### src/rtl/rv32i_mc_control_if.sv
// Control-sequencer <-> datapath/memory bundle for the multi-cycle rv32i core.
// master = the sequencer, slave = the datapath/memory side that feeds it.
interface rv32i_mc_control_if #(
    parameter int CNT_WIDTH = 32
);
    logic [31:0]          instr;
    logic                 branch_taken;
    logic                 mem_ready;
    logic                 mem_req;
    logic                 mem_we;
    logic                 ir_write;
    logic                 pc_write;
    logic [1:0]           pc_sel;
    logic                 reg_write;
    logic [1:0]           wb_sel;
    logic [2:0]           imm_src;
    logic                 illegal;
    logic [CNT_WIDTH-1:0] instret;

    modport master (
        input  instr, branch_taken, mem_ready,
        output mem_req, mem_we, ir_write, pc_write, pc_sel, reg_write,
               wb_sel, imm_src, illegal, instret
    );

    modport slave (
        output instr, branch_taken, mem_ready,
        input  mem_req, mem_we, ir_write, pc_write, pc_sel, reg_write,
               wb_sel, imm_src, illegal, instret
    );
endinterface

### src/rtl/rv32i_mc_control.sv
// Multi-cycle FETCH/DECODE/EXEC/MEM/WB sequencer for the shared rv32i datapath,
// with a retired-instruction counter and a sticky illegal-opcode trap.
module rv32i_mc_control #(
    parameter int CNT_WIDTH = 32
) (
    input  logic                clk,
    input  logic                rst,
    rv32i_mc_control_if.master  bus
);
    typedef enum logic [2:0] {RST_IDLE, FETCH, DECODE, EXEC, MEM, WB, TRAP} state_t;
    typedef enum logic [3:0] {
        CL_NONE, CL_R, CL_OPIMM, CL_LOAD, CL_JALR, CL_STORE,
        CL_BRANCH, CL_JAL, CL_LUI, CL_AUIPC
    } class_t;

    state_t               state_reg, state_next;
    class_t               class_reg, class_dec;
    logic                 illegal_reg;
    logic [CNT_WIDTH-1:0] instret_reg;

    logic       mem_req, mem_we, ir_write, pc_write, reg_write;
    logic [1:0] pc_sel, wb_sel;
    logic [2:0] imm_src;

    function automatic logic [2:0] imm_of(input class_t c);
        case (c)
            CL_OPIMM, CL_LOAD, CL_JALR: imm_of = 3'b000;
            CL_STORE:                   imm_of = 3'b001;
            CL_BRANCH:                  imm_of = 3'b010;
            CL_JAL:                     imm_of = 3'b011;
            CL_LUI, CL_AUIPC:           imm_of = 3'b100;
            default:                    imm_of = 3'b000;
        endcase
    endfunction

    // CL_NONE doubles as the "unrecognised opcode" marker
    always_comb begin
        class_dec = CL_NONE;
        case (bus.instr[6:0])
            7'b0110111: class_dec = CL_LUI;
            7'b0010111: class_dec = CL_AUIPC;
            7'b1101111: class_dec = CL_JAL;
            7'b1100111: class_dec = CL_JALR;
            7'b0000011: class_dec = CL_LOAD;
            7'b0010011: class_dec = CL_OPIMM;
            7'b0100011: class_dec = CL_STORE;
            7'b1100011: class_dec = CL_BRANCH;
            7'b0110011: class_dec = CL_R;
            default:    class_dec = CL_NONE;
        endcase
    end

    always_comb begin
        state_next = state_reg;
        mem_req    = 1'b0;
        mem_we     = 1'b0;
        ir_write   = 1'b0;
        pc_write   = 1'b0;
        pc_sel     = 2'b00;
        reg_write  = 1'b0;
        wb_sel     = 2'b00;
        imm_src    = 3'b000;
        case (state_reg)
            RST_IDLE: state_next = FETCH;
            FETCH: begin
                mem_req  = 1'b1;
                ir_write = bus.mem_ready;
                if (bus.mem_ready) state_next = DECODE;
            end
            DECODE: begin
                imm_src    = imm_of(class_dec);
                state_next = (class_dec == CL_NONE) ? TRAP : EXEC;
            end
            EXEC: begin
                imm_src = imm_of(class_reg);
                case (class_reg)
                    CL_LOAD, CL_STORE: state_next = MEM;
                    CL_BRANCH: begin
                        pc_write   = 1'b1;
                        pc_sel     = bus.branch_taken ? 2'b01 : 2'b00;
                        state_next = FETCH;
                    end
                    default: state_next = WB;
                endcase
            end
            MEM: begin
                imm_src = imm_of(class_reg);
                mem_req = 1'b1;
                mem_we  = (class_reg == CL_STORE);
                if (bus.mem_ready) begin
                    if (class_reg == CL_STORE) begin
                        pc_write   = 1'b1;
                        state_next = FETCH;
                    end else begin
                        state_next = WB;
                    end
                end
            end
            WB: begin
                imm_src   = imm_of(class_reg);
                reg_write = 1'b1;
                pc_write  = 1'b1;
                case (class_reg)
                    CL_JAL:  begin pc_sel = 2'b01; wb_sel = 2'b10; end
                    CL_JALR: begin pc_sel = 2'b10; wb_sel = 2'b10; end
                    CL_LOAD: wb_sel = 2'b01;
                    CL_LUI:  wb_sel = 2'b11;
                    default: wb_sel = 2'b00;
                endcase
                state_next = FETCH;
            end
            TRAP:    state_next = TRAP;
            default: state_next = RST_IDLE;
        endcase
    end

    always_ff @(posedge clk or posedge rst) begin
        if (rst) begin
            state_reg   <= RST_IDLE;
            class_reg   <= CL_NONE;
            illegal_reg <= 1'b0;
            instret_reg <= '0;
        end else begin
            state_reg <= state_next;
            if (state_reg == DECODE) begin
                class_reg <= class_dec;
                if (class_dec == CL_NONE) illegal_reg <= 1'b1;
            end
            if (pc_write) instret_reg <= instret_reg + 1'b1;
        end
    end

    assign bus.mem_req   = mem_req;
    assign bus.mem_we    = mem_we;
    assign bus.ir_write  = ir_write;
    assign bus.pc_write  = pc_write;
    assign bus.pc_sel    = pc_sel;
    assign bus.reg_write = reg_write;
    assign bus.wb_sel    = wb_sel;
    assign bus.imm_src   = imm_src;
    assign bus.illegal   = illegal_reg;
    assign bus.instret   = instret_reg;
endmodule

### src/flat_wrapper.sv
// flat-port wrapper written by rule: the top's interface ports become plain ports
module rv32i_mc_control_flat 
#(
    parameter int CNT_WIDTH = 32
)
  (clk, rst, bus_instr, bus_branch_taken, bus_mem_ready, bus_mem_req, bus_mem_we, bus_ir_write, bus_pc_write, bus_pc_sel, bus_reg_write, bus_wb_sel, bus_imm_src, bus_illegal, bus_instret);
  rv32i_mc_control_if #(.CNT_WIDTH(CNT_WIDTH)) bus_i ();
  input  logic clk;
  input  logic rst;
  input wire logic [$bits(bus_i.instr)-1:0] bus_instr;
  input wire logic [$bits(bus_i.branch_taken)-1:0] bus_branch_taken;
  input wire logic [$bits(bus_i.mem_ready)-1:0] bus_mem_ready;
  output wire logic [$bits(bus_i.mem_req)-1:0] bus_mem_req;
  output wire logic [$bits(bus_i.mem_we)-1:0] bus_mem_we;
  output wire logic [$bits(bus_i.ir_write)-1:0] bus_ir_write;
  output wire logic [$bits(bus_i.pc_write)-1:0] bus_pc_write;
  output wire logic [$bits(bus_i.pc_sel)-1:0] bus_pc_sel;
  output wire logic [$bits(bus_i.reg_write)-1:0] bus_reg_write;
  output wire logic [$bits(bus_i.wb_sel)-1:0] bus_wb_sel;
  output wire logic [$bits(bus_i.imm_src)-1:0] bus_imm_src;
  output wire logic [$bits(bus_i.illegal)-1:0] bus_illegal;
  output wire logic [$bits(bus_i.instret)-1:0] bus_instret;
  assign bus_i.instr = bus_instr;
  assign bus_i.branch_taken = bus_branch_taken;
  assign bus_i.mem_ready = bus_mem_ready;
  assign bus_mem_req = bus_i.mem_req;
  assign bus_mem_we = bus_i.mem_we;
  assign bus_ir_write = bus_i.ir_write;
  assign bus_pc_write = bus_i.pc_write;
  assign bus_pc_sel = bus_i.pc_sel;
  assign bus_reg_write = bus_i.reg_write;
  assign bus_wb_sel = bus_i.wb_sel;
  assign bus_imm_src = bus_i.imm_src;
  assign bus_illegal = bus_i.illegal;
  assign bus_instret = bus_i.instret;
  rv32i_mc_control #(.CNT_WIDTH(CNT_WIDTH)) u_core (.clk(clk), .rst(rst), .bus(bus_i));
endmodule
### config.mk
export PLATFORM = sky130hd
export DESIGN_NAME = rv32i_mc_control_flat
export DESIGN_NICKNAME = d
export VERILOG_FILES = /design/src/rtl/rv32i_mc_control_if.sv /design/src/rtl/rv32i_mc_control.sv /design/src/flat_wrapper.sv
export SDC_FILE = /design/constraint.sdc
export NUM_CORES = 1
export LEC_CHECK = 0
export ABC_AREA = 1
export CORE_MARGIN = 5
export CORE_UTILIZATION = 52
export CTS_BUF_LIST = sky130_fd_sc_hd__clkbuf_4
export DETAILED_ROUTE_END_ITERATION = 10
export PLACE_DENSITY = 0.88
export SYNTH_ARGS = -nofsm -noshare
export SYNTH_HDL_FRONTEND = slang
export SYNTH_SLANG_ARGS = --single-unit
### constraint.sdc
create_clock -name clk -period 2.5 [get_ports clk]
set_clock_uncertainty 0.15 [all_clocks]
set_input_delay 0.5 -clock clk [delete_from_list [all_inputs] [get_ports clk]]
set_output_delay 0.5 -clock clk [all_outputs]
set_load 0.005 [all_outputs]
### A small window of the routed layout, run 1

Region (49, 8) to (74, 33) µm. Cells in grey, sequential cells in the stronger grey; small squares are vias.
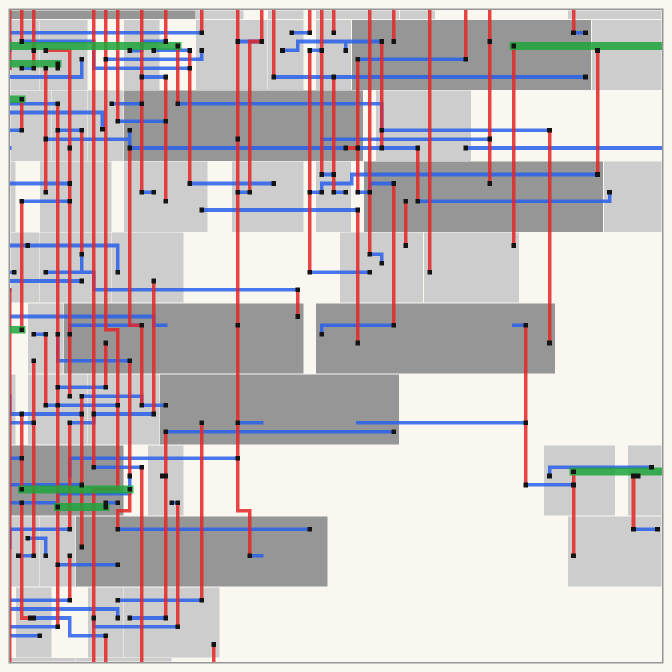
- M3: green
- M1: blue
- M2: red
- cells with their middle in the window: 40
- sequential cells in the window: 7
- most frequent: inv_1 (7), buf_4 (7)
- netlist names of flops here include: `u_core.bus.instret` (4), `u_core.state_reg` (2)

### M4 wires, run 1

Cells faint in the background.
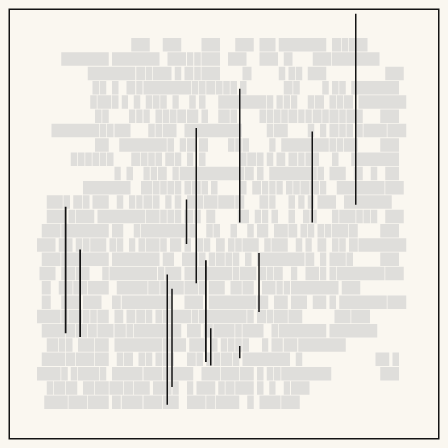
- wire length on this layer: 237 µm
- share of all routed wire: 2.9%
- main direction: vertical
DR vias: 3014
drt total wl: 8.13 mm

### Supply network, run 1

Bar = 20 µm. Pins as bars on the die edge. Tap cells in grey.
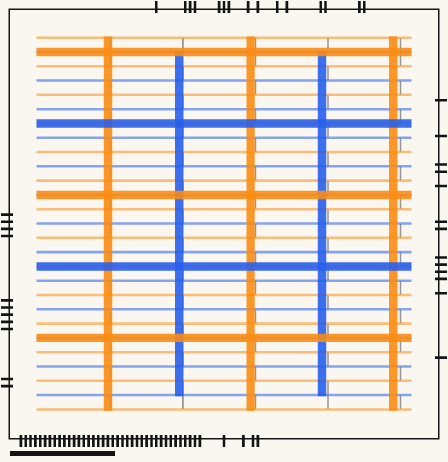
- VSS: orange
- VDD: blue
- tap cells: 70
- met1 rails: 27
- met4 straps: 5
- rows: 26
- met5 straps: 5
Die Y: 81.4 µm
die width: 81.4 µm

## run 1: through the flow
| step | util, % | area [µm²] |
|---|---|---|
| floorplan | - | 2650 |
| global placement | 66.6 | 3360 |
| detailed placement | 66.6 | 3360 |
| CTS | 70.0 | 3530 |
| global route | 72.0 | 3630 |
| finish | 72.0 | 3630 |
## run 1: logic make-up after synthesis
family	Yosys count	share of synthesized area (%)
AND/OR/NAND/NOR	258	40.5
XOR/XNOR	17	5.61
buffers and inverters	61	9.10
adder cells (fa/ha/maj)	1	0.472
flip-flops	40	37.7
AND-OR/OR-AND	32	6.56
## run 1: power by group
part           switching (mW)  internal [mW]
registers               0.130          0.758
clock network           0.224          0.204
logic                   0.646          0.437
total                    1.00           1.40
==> reports/results.tsv, run 1 <==
metric	value	unit
multi_input_comb_cells	308	
ir_drop	385	µV
cp_num_cells	10	
ys_types	26	
yosys_warnings	0	
ctsHtreeMaxLevel	2	
r2r_setup_slack	0.27	ns
worst_pin_slew	0.531	ns
instances_no_fill	558	
dpl_worst_slack	-0.460	ns
dr_wl_met2	3.95	mm
ctsHoldBuffers	0	
numCtsBuffers	5	
critical-path-top-delay-family	buffers and inverters	
synth_top_area_share	37.7	%
ys_cells	409	
cp_max_fo	3	
num-nonclk-buffers	76	
comb_area_share	42.5	%
hpwl	5.80	mm
cts_setup_buffers	5	
ys_async_sr_fraction	100	%
crit_path_end_kind	output pin	
worst_r2r_endpoint	u_core.bus.instret[3]	
grt_max_degree	41	
cts.sinks	40	
dominant-cell-class	multi-input combinational cells	
grt_use_total	25.5	%
min-delay-start	u_core.bus.illegal	
crit_path_start_kind	input port	
grt_pass1_wl	13.0	mm
status	complete, but fails checks	
finalSetupViolCount	2	
n_antenna_cell	0	
p_leak	1.66	nW
cp-startpoint	bus_instr[0]	
ff2ff_path_depth	10	
ys_chip_area	0.00265	mm²
area.growth.synth_to_final	36.8	%
cp.required	1.85	ns
top_layer_used	met4	
grt_pass1_vias	2799	
synth.largest_area_cell	dfrtp_1	
portBuffers	55	
clock.latency.late_pin	0.35	ns
top_cells_by_area	dfrtp_1, nand2_1, inv_1	
drive_above_1_share	15.6	%
edf_count	0	
gp_congestion	0.939	
wl_met3	664	µm
p_total	2.40	mW
fillers	393	
seqCellArea	0.00100	mm²
core	0.00504	mm²
rows	26	
setup_slack	-0.0155	ns
slowest_delay	0.47	ns
cp_common_cell	nand2_1	
setup_tns	-0.0156	ns
final_cell_mix	nand2_1, nor2_1, inv_1	
violations	setup timing	
slowest_stage	clkdlybuf4s50_1	
fp_util	52.6	%
max_freq	0.398	GHz
use_met1	32.7	%
use_met2	43.6	%
syn_avg_cell_area	6.49	µm²
hold_path_end	u_core.bus.illegal	
maxCapViolCount	0	
grt_setup_unrepaired	true	
largest_reg_flops	32	
num_tap_cells	70	
dp_cells	542	
routed_via_density	5.40	
cts.clk_slew.worst_paths	0.12	ns
first_pass_iters	5	
root_buffer	clkbuf_4	
top_cell	nand2_1	
globalRoute.busiestLayer	met2	
flop_cell	dfrtp_1	
cts-resized-gates	39	
grtUsageMet3	5.04	%
cts_tree	built	
### Track usage over the die, run 1

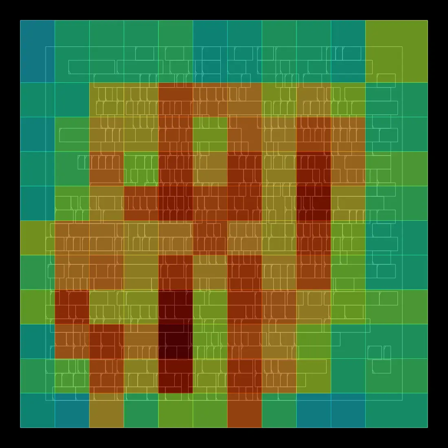

## Run 2: what changed since run 1
CORE_UTILIZATION = 49   (was 52)
PLACE_DENSITY = 0.83   (was 0.88)
clock period = 2.7 ns   (was 2.5 ns; I/O delays follow)
### Track usage over the die, run 2

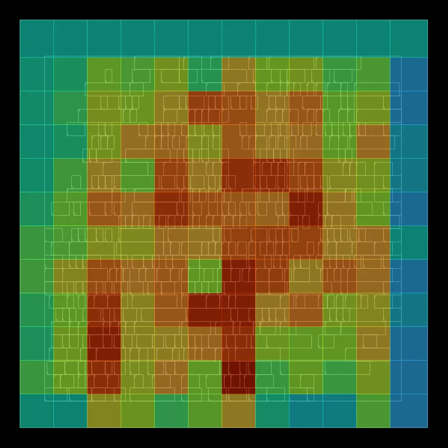
Tot GR Track Use: 22.3%
met3 Track Usage GR: 3.75%

### Supply network, run 2

Bar = 20 µm. Pins as bars on the die edge. Tap cells in grey.
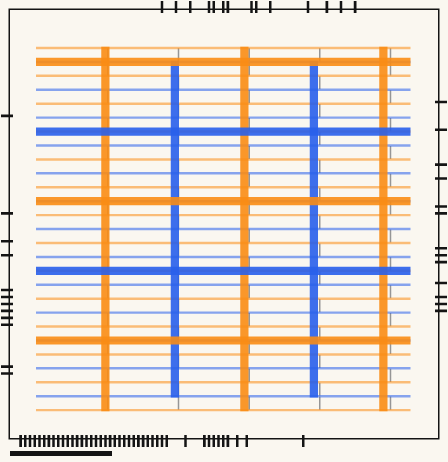
- VDD: blue
- VSS: orange
- rows: 26
- met4 straps: 5
die width: 83.6 µm
Peak VDD IR: 490 µV

### Metal layers overlaid, run 2

Only two layers are drawn.
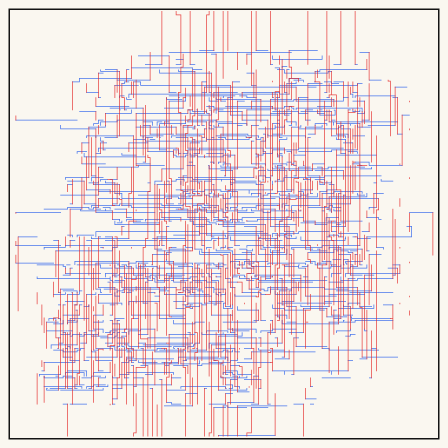
- M1: blue (wire length 3390 µm)
- M2: red (wire length 3840 µm)
WL/cell: 14.2 µm
DR vias: 2973

==> run 2 against run 1 <==
The flow now finishes without violations. Clock-buffer cell count increased by 2. Global-route usage decreased by 3.2 points. Utilization decreased by 3.0 points. Via count decreased by 1.4%. Die size increased by 5.4%. Sequential cell count unchanged. Area after synthesis unchanged. Setup slack improved by 0.092 ns. Cell count increased by 0.36%.
==> reports/results.tsv, run 2 <==
metric	value	unit
pg_comb	959	µW
drive_above_1_share	12.7	%
path_cells	inv_2 > nand2_4 > nor3_4 > nand3_2 > nand2_2 > clkdlybuf4s50_1	
top_cell	nand2_1	
cts.clk_slew.worst_paths	0.11	ns
use_met1	29.1	%
dp_cells	545	
final_cell_mix	nand2_1, inv_1, clkdlybuf4s50_1	
top_layer_used	met4	
syn_avg_cell_area	6.49	µm²
simple_gate_area_share	40.5	%
yosys.area_share.adder	0.472	%
p_sw_share	42.1	%
clock_net_power	320	µW
ys_types	26	
worst_r2r_endpoint	u_core.bus.instret[4]	
hpwl	5.97	mm
fillers	429	
slowest_delay	0.51	ns
ys_async_sr_fraction	100	%
clock.latency.late_pin	0.36	ns
instances_no_fill	560	
design_area	0.00357	mm²
routed_via_density	5.31	
seqCellArea	0.00100	mm²
globalRoute.busiestLayer	met2	
placed_cell_area	0.00338	mm²
grt_pass1_vias	2799	
combinationalPowerShare	45.6	%
gp_congestion	0.941	
wl_met3	501	µm
portBuffers	55	
yosys_warnings	0	
rows	26	
dpl_worst_slack	-0.336	ns
ff2ff_path_depth	10	
r2r_setup_slack	0.45	ns
top_cells_by_area	dfrtp_1, nand2_1, inv_1	
maxCapViolCount	0	
ys_chip_area	0.00265	mm²
ctsHoldBuffers	0	
status	finished clean	
p_seq	821	µW
top_logic_kind	simple AND/OR/NAND/NOR gates	
ios	81	
switchingPower	884	µW
cts-resized-gates	10	
use_met2	37.6	%
worst_pin_slew	0.510	ns
ctsHtreeMaxLevel	2	
finalCoreUtilization	68.9	%
crit_path_end_kind	output pin	
cts_setup_buffers	0	
p_total	2.10	mW
grt_pass1_wl	13.0	mm
finalSetupViolCount	0	
area.growth.synth_to_final	34.4	%
p_leak	1.62	nW
routed_wl	7.93	mm
flop_cell	dfrtp_1	
cts_tree	built	
largest_reg_flops	32	
grt_max_degree	41	
seqPwrFrac	39.1	%
ys_cells	409	
synth.largest_area_cell	dfrtp_1	
synthAoiAreaFrac	6.56	%
setup_slack	0.0764	ns
yosys.area_share.xor_xnor	5.61	%
cp_num_cells	6	
internal-power	1.22	mW
cp_max_fo	4	
core	0.00517	mm²
slowest_stage	clkdlybuf4s50_1	
run 2: cell counts after synthesis:
No cell type changed its count.
run 2: worst min path at each step:
stage	depth (start not counted)	from	slack, ns	end
6_report	2	u_core.bus.illegal	0.34	u_core.bus.illegal
5_1_grt	2	u_core.bus.illegal	0.36	u_core.bus.illegal
4_1_cts	2	u_core.bus.illegal	0.34	u_core.bus.illegal
3_5_place_dp	2	u_core.bus.illegal	0.30	u_core.bus.illegal
3_3_place_gp	2	u_core.bus.illegal	0.31	u_core.bus.illegal
2_1_floorplan	2	u_core.bus.illegal	0.31	u_core.bus.illegal
run 2: area by class of cell:
cell class              count  share of cell area, %
multi-input cells         308                   41.9
flip-flops and latches     40                   28.1
repair buffers             78                   20.0
inverters                  56                   5.89
well taps                  70                   2.46
clock buffers               7                   1.47
clock inverters             1                  0.105
Power is estimated from default activity; no workload was simulated.
